### The metal 1 layer

Supply wires on this layer in gray.
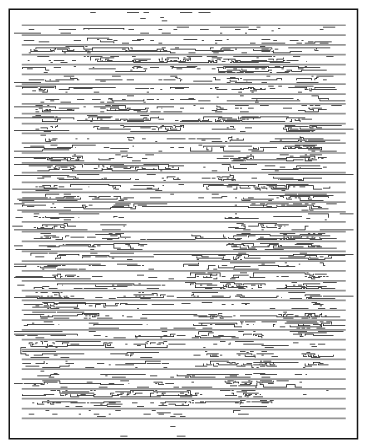
### Signal wires on met2

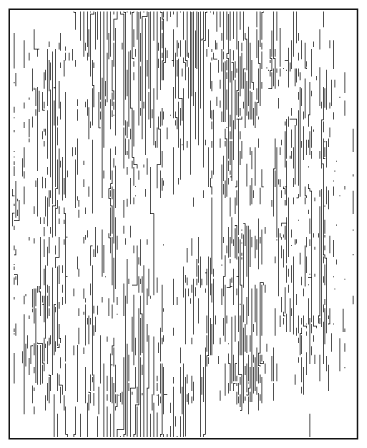
### The metal 3 layer

Bar = 20 µm.
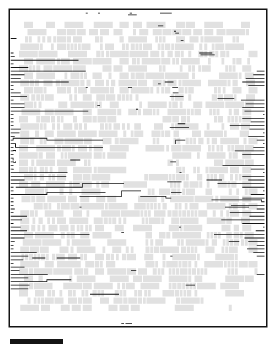
## config.mk

```make
export PLATFORM = sky130hd
export DESIGN_NAME = cpu_dbus_bridge_flat
export DESIGN_NICKNAME = d
export VERILOG_FILES = /design/src/rtl/cpu_dbus_bridge_if.sv /design/src/rtl/cpu_dbus_bridge.sv /design/src/flat_wrapper.sv
export SDC_FILE = /design/constraint.sdc
export NUM_CORES = 1
export LEC_CHECK = 0
export ABC_AREA = 1
export ABC_CLOCK_PERIOD_IN_PS = 4200
export CAP_MARGIN = 10
export CORE_ASPECT_RATIO = 1.25
export CORE_MARGIN = 3
export CORE_UTILIZATION = 44
export CTS_CLUSTER_DIAMETER = 150
export DETAILED_ROUTE_END_ITERATION = 12
export HOLD_SLACK_MARGIN = 0.15
export MAX_ROUTING_LAYER = met4
export PLACE_DENSITY_LB_ADDON = 0.1
export SLEW_MARGIN = 0
export SYNTH_ARGS = -nofsm -noshare
export SYNTH_HDL_FRONTEND = slang
export SYNTH_SLANG_ARGS = --single-unit
```

## constraint.sdc

```tcl
create_clock -name clk -period 4.2 [get_ports clk]
set_clock_uncertainty 0.05 [all_clocks]
set_input_delay 0.84 -clock clk [delete_from_list [all_inputs] [get_ports clk]]
set_output_delay 0.84 -clock clk [all_outputs]
set_load 0.02 [all_outputs]
```

## src/rtl/cpu_dbus_bridge_if.sv

```systemverilog
// Split request/response data bus between the bridge (master) and the memory system (slave).
// Request fields are held stable while bus_req_valid is high; one response per accepted request.
interface cpu_dbus_bridge_if;
    logic        bus_req_valid;
    logic        bus_req_ready;
    logic        bus_req_we;
    logic [3:0]  bus_req_be;
    logic [31:0] bus_req_addr;
    logic [31:0] bus_req_wdata;
    logic        bus_rsp_valid;
    logic [31:0] bus_rsp_data;
    logic        bus_rsp_err;

    modport master (
        output bus_req_valid, bus_req_we, bus_req_be, bus_req_addr, bus_req_wdata,
        input  bus_req_ready, bus_rsp_valid, bus_rsp_data, bus_rsp_err
    );

    modport slave (
        input  bus_req_valid, bus_req_we, bus_req_be, bus_req_addr, bus_req_wdata,
        output bus_req_ready, bus_rsp_valid, bus_rsp_data, bus_rsp_err
    );
endinterface

```

## src/rtl/cpu_dbus_bridge.sv

```systemverilog
// CPU data-port bridge to a split req/rsp bus with error and timeout detection; DBUS_WRITE_BUFFER_EN adds a posted-write buffer.
// Latency: 4 cycles on a zero-wait bus, +1 per bus wait cycle; posted writes complete in 2.
// Backpressure: cpu_stall holds the core until its access completes; bus_req_valid holds until bus_req_ready.
module cpu_dbus_bridge #(
    parameter int TIMEOUT = 255
) (
    input  logic              clk,
    input  logic              rst,
    input  logic              cpu_en,
    input  logic [3:0]        cpu_wen,
    input  logic [31:0]       cpu_addr,
    input  logic [31:0]       cpu_wdata,
    output logic [31:0]       cpu_rdata,
    output logic              cpu_stall,
    output logic              bus_err,
    cpu_dbus_bridge_if.master bus
);
    localparam int CNT_W = $clog2(TIMEOUT + 1);

    typedef enum logic [1:0] {IDLE, REQ, WAIT, DONE} state_t;

    state_t           state;
    logic [CNT_W-1:0] tmo_cnt;
    logic             tmo_hit;
    logic             drain;
    logic             is_wr;
    logic             unused_addr;

    assign tmo_hit     = (tmo_cnt == CNT_W'(TIMEOUT - 1));
    assign is_wr       = |cpu_wen;
    assign unused_addr = ^cpu_addr[1:0];

`ifdef DBUS_WRITE_BUFFER_EN
    // The request registers double as the single buffer entry; wb_vld marks a drain in flight.
    logic wb_vld;
    assign drain = wb_vld;
`else
    assign drain = 1'b0;
`endif

    // A drain runs behind the core's back, so it only stalls a core that is asking for the bus.
    assign cpu_stall = (cpu_en && state != DONE) || ((state == REQ || state == WAIT) && !drain);

    always_ff @(posedge clk) begin
        if (rst) begin
            state             <= IDLE;
            tmo_cnt           <= '0;
            cpu_rdata         <= '0;
            bus_err           <= 1'b0;
            bus.bus_req_valid <= 1'b0;
            bus.bus_req_we    <= 1'b0;
            bus.bus_req_be    <= 4'h0;
            bus.bus_req_addr  <= '0;
            bus.bus_req_wdata <= '0;
`ifdef DBUS_WRITE_BUFFER_EN
            wb_vld            <= 1'b0;
`endif
        end else begin
            bus_err <= 1'b0;
            case (state)
                IDLE: begin
                    if (cpu_en) begin
                        bus.bus_req_addr  <= {cpu_addr[31:2], 2'b00};
                        bus.bus_req_we    <= is_wr;
                        bus.bus_req_be    <= is_wr ? cpu_wen : 4'hF;
                        bus.bus_req_wdata <= cpu_wdata;
`ifdef DBUS_WRITE_BUFFER_EN
                        if (is_wr) begin
                            wb_vld <= 1'b1;
                            state  <= DONE;
                        end else begin
                            bus.bus_req_valid <= 1'b1;
                            tmo_cnt           <= '0;
                            state             <= REQ;
                        end
`else
                        bus.bus_req_valid <= 1'b1;
                        tmo_cnt           <= '0;
                        state             <= REQ;
`endif
                    end
                end
                REQ: begin
                    tmo_cnt <= tmo_cnt + 1'b1;
                    if (tmo_hit) begin
                        bus.bus_req_valid <= 1'b0;
                        bus_err           <= 1'b1;
                        if (!drain) cpu_rdata <= '0;
                        state <= drain ? IDLE : DONE;
`ifdef DBUS_WRITE_BUFFER_EN
                        wb_vld <= 1'b0;
`endif
                    end else if (bus.bus_req_ready) begin
                        bus.bus_req_valid <= 1'b0;
                        state             <= WAIT;
                    end
                end
                WAIT: begin
                    tmo_cnt <= tmo_cnt + 1'b1;
                    // A response landing on the timeout cycle still counts as a completion.
                    if (bus.bus_rsp_valid || tmo_hit) begin
                        if (!drain) begin
                            if (!bus.bus_rsp_valid || bus.bus_rsp_err) cpu_rdata <= '0;
                            else if (!bus.bus_req_we)                  cpu_rdata <= bus.bus_rsp_data;
                        end
                        bus_err <= !bus.bus_rsp_valid || bus.bus_rsp_err;
                        state   <= drain ? IDLE : DONE;
`ifdef DBUS_WRITE_BUFFER_EN
                        wb_vld  <= 1'b0;
`endif
                    end
                end
                DONE: begin
`ifdef DBUS_WRITE_BUFFER_EN
                    if (wb_vld) begin
                        bus.bus_req_valid <= 1'b1;
                        tmo_cnt           <= '0;
                        state             <= REQ;
                    end else begin
                        state <= IDLE;
                    end
`else
                    state <= IDLE;
`endif
                end
                default: state <= IDLE;
            endcase
        end
    end
endmodule

```

## src/flat_wrapper.sv

```systemverilog
// flat-port wrapper written by rule: the top's interface ports become plain ports
module cpu_dbus_bridge_flat 
#(
    parameter int TIMEOUT = 255
)
  (clk, rst, cpu_en, cpu_wen, cpu_addr, cpu_wdata, cpu_rdata, cpu_stall, bus_err, bus_bus_req_valid, bus_bus_req_we, bus_bus_req_be, bus_bus_req_addr, bus_bus_req_wdata, bus_bus_req_ready, bus_bus_rsp_valid, bus_bus_rsp_data, bus_bus_rsp_err);
  cpu_dbus_bridge_if bus_i ();
  input  logic clk;
  input  logic rst;
  input  logic cpu_en;
  input  logic [3:0] cpu_wen;
  input  logic [31:0] cpu_addr;
  input  logic [31:0] cpu_wdata;
  output logic [31:0] cpu_rdata;
  output logic cpu_stall;
  output logic bus_err;
  output wire logic [$bits(bus_i.bus_req_valid)-1:0] bus_bus_req_valid;
  output wire logic [$bits(bus_i.bus_req_we)-1:0] bus_bus_req_we;
  output wire logic [$bits(bus_i.bus_req_be)-1:0] bus_bus_req_be;
  output wire logic [$bits(bus_i.bus_req_addr)-1:0] bus_bus_req_addr;
  output wire logic [$bits(bus_i.bus_req_wdata)-1:0] bus_bus_req_wdata;
  input wire logic [$bits(bus_i.bus_req_ready)-1:0] bus_bus_req_ready;
  input wire logic [$bits(bus_i.bus_rsp_valid)-1:0] bus_bus_rsp_valid;
  input wire logic [$bits(bus_i.bus_rsp_data)-1:0] bus_bus_rsp_data;
  input wire logic [$bits(bus_i.bus_rsp_err)-1:0] bus_bus_rsp_err;
  assign bus_bus_req_valid = bus_i.bus_req_valid;
  assign bus_bus_req_we = bus_i.bus_req_we;
  assign bus_bus_req_be = bus_i.bus_req_be;
  assign bus_bus_req_addr = bus_i.bus_req_addr;
  assign bus_bus_req_wdata = bus_i.bus_req_wdata;
  assign bus_i.bus_req_ready = bus_bus_req_ready;
  assign bus_i.bus_rsp_valid = bus_bus_rsp_valid;
  assign bus_i.bus_rsp_data = bus_bus_rsp_data;
  assign bus_i.bus_rsp_err = bus_bus_rsp_err;
  cpu_dbus_bridge #(.TIMEOUT(TIMEOUT)) u_core (.clk(clk), .rst(rst), .cpu_en(cpu_en), .cpu_wen(cpu_wen), .cpu_addr(cpu_addr), .cpu_wdata(cpu_wdata), .cpu_rdata(cpu_rdata), .cpu_stall(cpu_stall), .bus_err(bus_err), .bus(bus_i));
endmodule
```

==> out/highlights.md <==
- **status** finished, final reports clean
- **Post-CTS Hold Fix Bufs** 0
- **most common cell after layout, fill and taps aside** nor2_1
- **post-synthesis sequential element count** 111
- **final routed wirelength across all metal layers** 12.87 mm
- **relative area change from synthesis to final layout** 53.43%
- **floorplan utilization** 45.62%
- **global-route wire length before repair** 20.11 mm
- **clock latency reported for the late side of the worst-skew pair** 0.34 ns
- **ratio of cells with drive above 1 in the final layout** 4.511%
- **Data required, critical path** 3.31 ns
- **Mapped Avg Cell Area** 7.262 µm²
- **worst-path fanout max** 2
- **area post-placement** 6506 µm²
- **floorplan row count** 40
- **detailed-route via count** 4565
- **largest net degree at the start of global routing** 67
- **unrepaired setup endpoints after global routing** no
- **cell area after synthesis** 4452 µm²
- **CTS sink cnt** 111
- **post-CTS setup buffers** 0
- **critical path start-end classification** in2out
- **routed wire length per instance** 13.93 µm
- **via count of the first global-routing pass** 4349
- **element type at the critical path start** primary input
- **total grt overflow** 0
- **count of distinct cell types in the synthesized netlist** 29
- **post-cts sizing count** 0
- **detailed placement HPWL** 9.170 mm
- **crit share post-route** 72.79%
- **antenna-violating nets left** 0
- **yosys warning tally** 0
- **number of warnings in the stage logs** 32
- **headroom to the max-slew limit** 45.33%
- **final weighted congestion of routability-driven global placement** 0.8104
- **I/O pin count** 210
- **final cell utilization of the core** 69.99%
- **worst min-delay path category** reg2reg
- **total number of H-tree levels** 3
- **antenna fix cells** 0
- **number of buffer cells added on primary ports** 205
- **Clock Tree Root** clkbuf_16
- **drt initial violations** 175
- **clk buf depth** 2
- **Layout Nets** 905
- **die outline height** 118.5 µm
- **clock tree from TritonCTS** done
- **Hold Vio Cnt, Final** 0
- **Die X-Extent** 95.97 µm
- **DRT Pass-1 Iters** 4
- **worst ir drop on vdd** 0.4072 mV
- **Pwr Density** 721.7 nW/µm²
- **minimum clock period** 3.057 ns
- **maxcap violations** 0
- **Crit. End Element** primary output
- **post-CTS clock slew at the launch and capture registers of the worst setup and hold paths** 0.07 ns
- **area figure in the yosys stat output** 4452 µm²
- **Die Area** 11370 µm²
- **achievable clock frequency** 0.3271 GHz
- **Synth Seq Share** 49.92%
- **commonest cells after routing, fill and taps aside** nor2_1 (208), clkdlybuf4s50_1 (205), dfxtp_1 (111)
- **overall power of the completed layout** 4.929 mW
- **worst-margin pin slew** 0.8189 ns
- **number of antenna violations at the first check in global routing** 0
- **cell total in the yosys stat output** 613
- **final-report max-slew violation count** 0
- **overall fraction of global-route tracks in use** 22.98%
- **Total Negative Setup Slacks** 0 ns
- **count of mapped cells out of synthesis** 613
- **total leakage power** 2.740 nW
- **CTS buffer count** 9
- **crit path DAT** 2.17 ns
- **Vias/cell** 4.940
- **total non-filler cell area in the finished layout** 6830 µm²
- **DRC** 0
- **area of the placeable core** 9759 µm²
- **final count of negative-setup-slack endpoints** 0
-- 'The metal 1 layer' (at the start) --
longest straight run: 29.9 µm
share of all routed wire: 39%

-- 'Signal wires on met2' (at the start) --
wire length on this layer: 6440 µm
longest straight run: 47.4 µm
main direction: vertical
share of all routed wire: 50%

-- 'The metal 3 layer' (at the start) --
share of all routed wire: 7.8%
longest straight run: 32.7 µm
wire length on this layer: 1010 µm

## layout make-up
type | count | area, µm²
clock buffer | 11 | 242.7
inverter | 23 | 86.33
fill | 826 | 2929
sequential | 111 | 2222
clock inverter | 5 | 81.33
multi-input combinational | 438 | 1951
tap | 126 | 157.7
timing repair buffer | 210 | 2090
## where the power goes
group	switching (mW)	internal (mW)	leakage [nW]	total, mW
sequential	0.185	1.41	0.915	1.60
clock	0.370	0.539	0.156	0.909
combinational	1.39	1.03	1.67	2.42
## flip-flops by register name, indices dropped and copies added, names as in the netlist
register,count
u_core.bus.bus_req_valid,1
u_core.bus_err,1
u_core.bus.bus_req_we,1
u_core.tmo_cnt,8
u_core.cpu_rdata,32
u_core.bus.bus_req_wdata,32
u_core.bus.bus_req_be,4
u_core.bus.bus_req_addr,30
u_core.state,2
## synthesized netlist by cell type, drive strengths merged
library cell  number  area share, %
buf               24            3.0
inv               23            1.9
nor3               1           0.11
nand4             33            4.6
a21oi              7           0.79
nand3              3           0.45
xnor2              1           0.20
ha                 6            1.7
o21ai             66            7.5
nor2             211             18
dfxtp            111             50
clkbuf            18            1.5
o221ai             4           0.79
a31oi              2           0.28
xor2               1           0.20
nand2            100            8.7
conb               1          0.084
a211oi             1           0.17
## cell families (layout without fill, tap and decap cells)
| group | Yosys count | after routing | synth area share (%) |
|---|---|---|---|
| buf+inv | 65 | 249 | 6.464 |
| compound gates | 80 | 80 | 9.528 |
| xor+xnor | 2 | 2 | 0.3936 |
| other cells | 1 | 2 | 0.08424 |
| fa+ha+maj | 6 | 6 | 1.686 |
| flops | 111 | 111 | 49.92 |
| simple gates | 348 | 348 | 31.93 |
## routing by layer
metal	vias up	GRT usage [%]	part of all wire (%)
met3	35	5.983	7.8
li1	2322	-	-
met5	-	-	0
met4	0	10.77	3.1
met1	2033	25.17	39
met2	175	38.19	50
## per-stage QoR
step                worst slack (ns)  hold WS, ns  instances
floorplan                      1.964       0.3733        614
global placement               1.136       0.3837        908
detailed placement             1.133       0.3916        908
CTS                            1.132       0.4016        924
global route                   1.059       0.4256        924
finish                         1.143       0.4085        924
## worst max-delay path: stages
cell             delay (ns)
clkdlybuf4s50_1        0.49
inv_1                  0.06
o21ai_0                0.14
clkdlybuf4s50_1        0.64
## final timing paths
path | from | end | slack (ns) | depth (start not counted)
min reg2reg | u_core.tmo_cnt[4] | u_core.tmo_cnt[4] | 0.41 | 2
min | u_core.tmo_cnt[4] | u_core.tmo_cnt[4] | 0.41 | 2
max | cpu_en | cpu_stall | 1.14 | 4
max reg2reg | u_core.state[1] | u_core.cpu_rdata[6] | 1.78 | 10
Power and IR drop assume default switching activity.
